==> images/zoom.png <==
Window x 44 to 74, y 68 to 98 µm. Cells in grey, sequential cells in the stronger grey; small squares are vias.
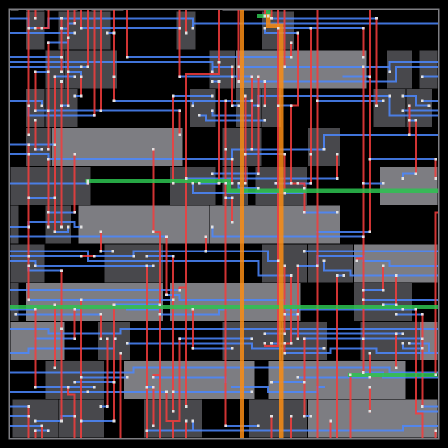
==> images/met1.png <==
Drawn at 3 px/µm. Supply wires on this layer in grey.
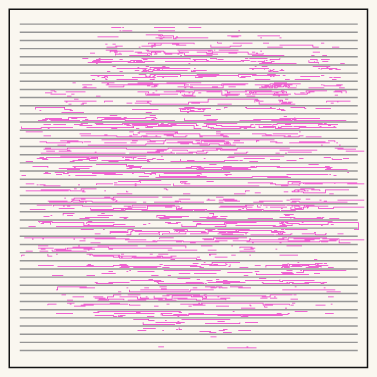
==> images/final_congestion.png <==
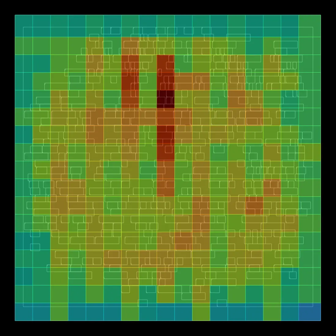
===== config.mk =====
export PLATFORM = sky130hd
export DESIGN_NAME = cry_pattern_detector
export DESIGN_NICKNAME = d
export VERILOG_FILES = /design/src/rtl/cry_det_pkg.sv /design/src/rtl/cry_pattern_matcher.sv /design/src/rtl/cry_pattern_detector.sv
export SDC_FILE = /design/constraint.sdc
export NUM_CORES = 1
export LEC_CHECK = 0
export CORE_MARGIN = 3
export CORE_UTILIZATION = 40
export CTS_BUF_LIST = sky130_fd_sc_hd__clkbuf_4 sky130_fd_sc_hd__clkbuf_8 sky130_fd_sc_hd__clkbuf_16
export DETAILED_ROUTE_END_ITERATION = 7
export PLACE_DENSITY = 0.57
export SETUP_SLACK_MARGIN = 0.2
export SKIP_CTS_REPAIR_TIMING = 1
export SYNTH_ARGS = -nofsm -noshare
export SYNTH_HDL_FRONTEND = slang
export SYNTH_SLANG_ARGS = --single-unit

===== constraint.sdc =====
create_clock -name clk -period 2.6 [get_ports clk]
set_input_delay 0.65 -clock clk [delete_from_list [all_inputs] [get_ports clk]]
set_output_delay 0.65 -clock clk [all_outputs]
set_load 0.02 [all_outputs]

===== src/rtl/cry_det_pkg.sv =====
// Shared types and helpers for the cry pattern detector: alarm state encoding,
// default character width, and a select-width helper that is safe for size-1 sets.
package cry_det_pkg;

  localparam int CRY_CHAR_W = 8;

  typedef enum logic [1:0] {
    IDLE  = 2'd0,
    COUNT = 2'd1,
    ALARM = 2'd2
  } alarm_state_e;

  // Width of a select bus over n items; never returns 0 so ports stay legal.
  function automatic int sel_w(input int n);
    return (n > 1) ? $clog2(n) : 1;
  endfunction

endpackage


===== src/rtl/cry_pattern_matcher.sv =====
// One programmable pattern: storage with a single-character write port and a
// full-window comparator. Character 0 of the pattern sits in the most significant slot.
module cry_pattern_matcher
  import cry_det_pkg::*;
#(
  parameter int                          CHAR_W  = CRY_CHAR_W,
  parameter int                          PAT_LEN = 4,
  parameter int                          IDX_W   = 2,
  parameter logic [PAT_LEN*CHAR_W-1:0]   DEFAULT = '0
) (
  input  logic                        clk,
  input  logic                        rstn,
  input  logic                        we,
  input  logic [IDX_W-1:0]            idx,
  input  logic [CHAR_W-1:0]           wchar,
  input  logic [PAT_LEN*CHAR_W-1:0]   window,
  input  logic                        en,
  output logic                        hit
);

  logic [PAT_LEN-1:0][CHAR_W-1:0] pat;

  // NOTE: this small storage is deliberately reset, because the pattern must
  // come back to its default contents after rstn rather than hold stale data.
  always_ff @(posedge clk or negedge rstn) begin
    if (!rstn) begin
      pat <= DEFAULT;
    end else if (we) begin
      for (int i = 0; i < PAT_LEN; i++) begin
        if (int'(idx) == i) pat[PAT_LEN-1-i] <= wchar;
      end
    end
  end

  assign hit = en && (pat == window);

endmodule


===== src/rtl/cry_pattern_detector.sv =====
// Multi-pattern cry detector: shared character history, N_PAT matchers, a
// saturating hit counter with quiet-window timeout, and a sticky alarm FSM.
module cry_pattern_detector
  import cry_det_pkg::*;
#(
  parameter int CHAR_W  = CRY_CHAR_W,
  parameter int PAT_LEN = 4,
  parameter int N_PAT   = 2,
  parameter int CNT_W   = 4,
  parameter int QUIET   = 16,
  parameter logic [N_PAT*PAT_LEN*CHAR_W-1:0] DEFAULT_PAT = {"WAWA", "MOWA"},
  localparam int SEL_W = sel_w(N_PAT),
  localparam int IDX_W = sel_w(PAT_LEN)
) (
  input  logic              clk,
  input  logic              rstn,
  input  logic              in_valid,
  input  logic [CHAR_W-1:0] in_char,
  input  logic [CNT_W-1:0]  thresh,
  input  logic              pat_we,
  input  logic [SEL_W-1:0]  pat_sel,
  input  logic [IDX_W-1:0]  pat_idx,
  input  logic [CHAR_W-1:0] pat_char,
  input  logic [N_PAT-1:0]  pat_en,
  input  logic              alarm_clr,
  output logic [N_PAT-1:0]  match,
  output logic [CNT_W-1:0]  hits,
  output logic              out
);

  localparam int FILL_W  = $clog2(PAT_LEN + 1);
  localparam int QUIET_W = $clog2(QUIET + 1);
  localparam logic [FILL_W-1:0]  FILL_FULL = FILL_W'(PAT_LEN);
  localparam logic [FILL_W-1:0]  FILL_REQ  = FILL_W'(PAT_LEN - 1);
  localparam logic [QUIET_W-1:0] QUIET_END = QUIET_W'(QUIET);
  localparam logic [CNT_W-1:0]   HITS_MAX  = '1;

  // Only the newest PAT_LEN-1 characters can ever take part in a match.
  logic [PAT_LEN-2:0][CHAR_W-1:0] hist;
  logic [PAT_LEN-1:0][CHAR_W-1:0] window;
  logic [FILL_W-1:0]              fill;
  logic                           fill_ok;

  logic [N_PAT-1:0]   hit_raw;
  logic [N_PAT-1:0]   match_d;
  logic               any_match;
  logic [CNT_W-1:0]   th_eff;
  logic [CNT_W-1:0]   hits_d;
  logic [CNT_W-1:0]   hits_sat;
  logic [QUIET_W-1:0] quiet;
  logic [QUIET_W-1:0] quiet_d;
  alarm_state_e       state;
  alarm_state_e       state_d;

  assign window  = {hist, in_char};
  assign fill_ok = (fill >= FILL_REQ);

  for (genvar p = 0; p < N_PAT; p++) begin : g_pat
    cry_pattern_matcher #(
      .CHAR_W  (CHAR_W),
      .PAT_LEN (PAT_LEN),
      .IDX_W   (IDX_W),
      .DEFAULT (DEFAULT_PAT[p*PAT_LEN*CHAR_W +: PAT_LEN*CHAR_W])
    ) u_matcher (
      .clk    (clk),
      .rstn   (rstn),
      .we     (pat_we && (int'(pat_sel) == p)),
      .idx    (pat_idx),
      .wchar  (pat_char),
      .window (window),
      .en     (pat_en[p]),
      .hit    (hit_raw[p])
    );
  end

  // NOTE: sequential state uses non-blocking assignments so every register
  // samples pre-edge values, independent of statement order.
  always_ff @(posedge clk or negedge rstn) begin
    if (!rstn) begin
      hist <= '0;
      fill <= '0;
    end else if (in_valid) begin
      hist <= window[PAT_LEN-2:0];
      if (fill != FILL_FULL) fill <= fill + 1'b1;
    end
  end

  assign match_d   = (in_valid && fill_ok) ? hit_raw : '0;
  assign any_match = |match_d;
  assign th_eff    = (thresh == '0) ? CNT_W'(1) : thresh;
  assign hits_sat  = (hits == HITS_MAX) ? hits : hits + 1'b1;

  // NOTE: every output of this block is defaulted first, so no path can
  // leave a value unassigned and infer a latch.
  always_comb begin
    hits_d  = hits;
    quiet_d = quiet;
    state_d = state;
    if (alarm_clr) begin
      hits_d  = '0;
      quiet_d = '0;
      state_d = IDLE;
    end else if (any_match) begin
      hits_d  = hits_sat;
      quiet_d = '0;
      if (state != ALARM) state_d = (hits_sat >= th_eff) ? ALARM : COUNT;
    end else if (in_valid) begin
      if (quiet + 1'b1 == QUIET_END) begin
        quiet_d = '0;
        hits_d  = '0;
        if (state == COUNT) state_d = IDLE;
      end else begin
        quiet_d = quiet + 1'b1;
      end
    end
  end

  always_ff @(posedge clk or negedge rstn) begin
    if (!rstn) begin
      state <= IDLE;
      hits  <= '0;
      quiet <= '0;
      match <= '0;
    end else begin
      state <= state_d;
      hits  <= hits_d;
      quiet <= quiet_d;
      match <= match_d;
    end
  end

  assign out = (state == ALARM);

endmodule


==> flow_summary_export.csv <==
group,metric,value,unit
final_timing,slew_headroom,0.6565,
synth,ys_area,5104,µm²
layout,area_delta_synth_final,20.72,%
clock_tree,clockRootBuffer,"clkbuf_16",
clock_tree,tritoncts_clock_tree,"built",
power_and_ir_drop,total_power,4.674,mW
drt,total_via_count_in_the_routed_design,3176,
drt,route.detailed.vias_per_inst,5.073,
synth,synth.net_count,435,
power_and_ir_drop,power-per-cell-area,758.7,nW/µm²
final_timing,final_report_hold_violation_count,0,
worst_setup_path,worst_setup_path_end_kind,"flop",
synth,synth.yosys.num_cells,396,
final_timing,setup_violations,0,
synth,async_flop_share,1.000,
global_routing,global_router_s_overall_resource_usage,0.1684,
clock_tree,number_of_buffers_inserted_during_clock_tree_synthesis,9,
final_timing,fin_worst_skew,9.361,ps
clock_tree,tritoncts_num_sinks,104,
global_routing,grt.overflow.total,0,
drt,first_iter_violations,208,
layout,final_layout_top_logic_cells,"mux2_2, dfrtp_1, xnor2_1, clkdlybuf4s50_1, dfstp_2",
layout,design.final.nets,492,
place,hpwl,8012,µm
worst_setup_path,required,2890,ps
floorplan,die_area,14150,µm²
drt,drt_drc_violations_left,0,
final_timing,timing.setup.tns,0,ps
clock_tree,clkLatencyLatePin,350,ps
clock_tree,cts.reportedPaths.clkPinSlew,70,ps
global_routing,grt_antenna_before_repair,0,
synth,synth.ff_latch_count,104,
synth,main_flop_type_after_synthesis,"dfrtp_1",
final_timing,rsz0062_at_grt,"yes",
power_and_ir_drop,power.switching,1.233,mW
outcome,status,"complete, no violations",
power_and_ir_drop,combPwrFrac,0.201,
floorplan,core_area,12260,µm²
place,routabilityCongestion,0.7459,
## Picture notes: zoom.png
| colour | layer |
|---|---|
| blue | met1 |
| orange | met4 |
| green | met3 |
| red | met2 |
netlist names of flops here include: g_pat.u_matcher.pat (5), hist (2), state (2)
cells with their middle in the window: 47
sequential cells in the window: 10
most frequent: mux2_2 (7), dfrtp_1 (7), xnor2_1 (5)

## Picture notes: met1.png
longest straight run: 46.5 µm
share of all routed wire: 49%
nets with wire on the layer: 450
main direction: horizontal

## Picture notes: final_congestion.png
fraction of the core area covered by cells at the end of the flow: 0.5024
average wire per standard cell: 18.22 µm
met1 track demand over resource: 0.2353
grt met3 use: 0.04511

==> power by group through the flow <==
| stage | logic (mW) | registers [mW] | clock network [mW] |
|---|---|---|---|
| 2_1_floorplan | 0.681 | 2.21 | 0 |
| 3_3_place_gp | 0.933 | 2.26 | 0 |
| 3_5_place_dp | 0.946 | 2.27 | 0 |
| 4_1_cts | 0.952 | 2.24 | 1.53 |
| 5_1_grt | 1.04 | 2.28 | 1.59 |
| 6_report | 0.941 | 2.24 | 1.49 |
==> stage by stage <==
stage | cells | worst slack [ps]
CTS | 625 | 192.4
detailed placement | 609 | -128.5
finish | 626 | 300.6
floorplan | 396 | 385.1
global route | 626 | 173.0
global placement | 609 | -82.75
==> critical path: stages <==
cell             delay (ps)
clkdlybuf4s50_1         450
inv_1                    50
a31o_2                  240
ha_1                    260
nand2b_1                140
a21oi_1                 140
nor2b_1                  50
o21ai_0                 150
nand2b_1                110
nor3_1                  160
a22o_1                  170
==> synth_stat cells (2+ instances only) <==
master | count | area [µm²]
a21oi_1 | 12 | 60.06
a2bb2oi_1 | 2 | 17.52
and2_1 | 3 | 18.77
clkbuf_1 | 7 | 26.28
dfrtp_1 | 74 | 1852
dfstp_2 | 30 | 788.3
ha_1 | 9 | 112.6
inv_1 | 9 | 33.78
mux2_2 | 89 | 1002
mux2i_1 | 5 | 50.05
nand2_1 | 15 | 56.30
nand2b_1 | 3 | 18.77
nand3_1 | 7 | 35.03
nand3_2 | 2 | 20.02
nand4_1 | 16 | 100.1
nand4b_1 | 3 | 26.28
nor2_1 | 8 | 30.03
nor2b_1 | 4 | 25.02
nor3_1 | 5 | 25.02
nor3_2 | 2 | 20.02
nor3b_2 | 2 | 25.02
nor4_2 | 2 | 25.02
o21ai_0 | 4 | 20.02
xnor2_1 | 66 | 578.1
==> kinds of logic after synthesis <==
family          Yosys count  share of synthesized area
compound gates           28                    0.03580
xor+xnor                 66                     0.1133
simple gates             76                    0.08899
flops                   104                     0.5173
mux                      94                     0.2062
fa+ha+maj                 9                    0.02206
buf+inv                  19                    0.01642
==> flip-flops by register name, indices dropped and copies added (netlist names) <==
signal,flops
fill,3
g_pat.u_matcher.pat,64
hist,24
hits,4
match,2
quiet,5
state,2
==> layer usage <==
| layer | track usage | part of all wire | wire length, µm | vias up |
|---|---|---|---|---|
| met5 | 0 | 0 | 0 | - |
| li1 | - | - | - | 1514 |
| met4 | 0.04272 | 0.0092 | 105 | 0 |
| met2 | 0.2607 | 0.47 | 5367 | 41 |
| met1 | 0.2353 | 0.49 | 5533 | 1615 |
| met3 | 0.04511 | 0.035 | 398 | 6 |
==> worst paths after layout <==
kind / endpoint / slack (ps)
min reg2reg: g_pat[1].u_matcher.pat[3] / 530
min in group clk: g_pat[1].u_matcher.pat[3] / 530
min: hist[23] / 260
max: state[0] / 300
max reg2reg: state[0] / 310
max in group asynchronous: g_pat[1].u_matcher.pat[0] / 1590
==> area by class of cell <==
type / instances / area [µm²]
well taps: 168 / 210.2
inverters: 9 / 33.78
multi-input cells: 273 / 2419
repair buffers: 56 / 525.5
fillers: 1109 / 6101
flip-flops and latches: 104 / 2641
clock inverters: 5 / 78.83
clock buffers: 11 / 252.7
Power is estimated from default activity; no workload was simulated.
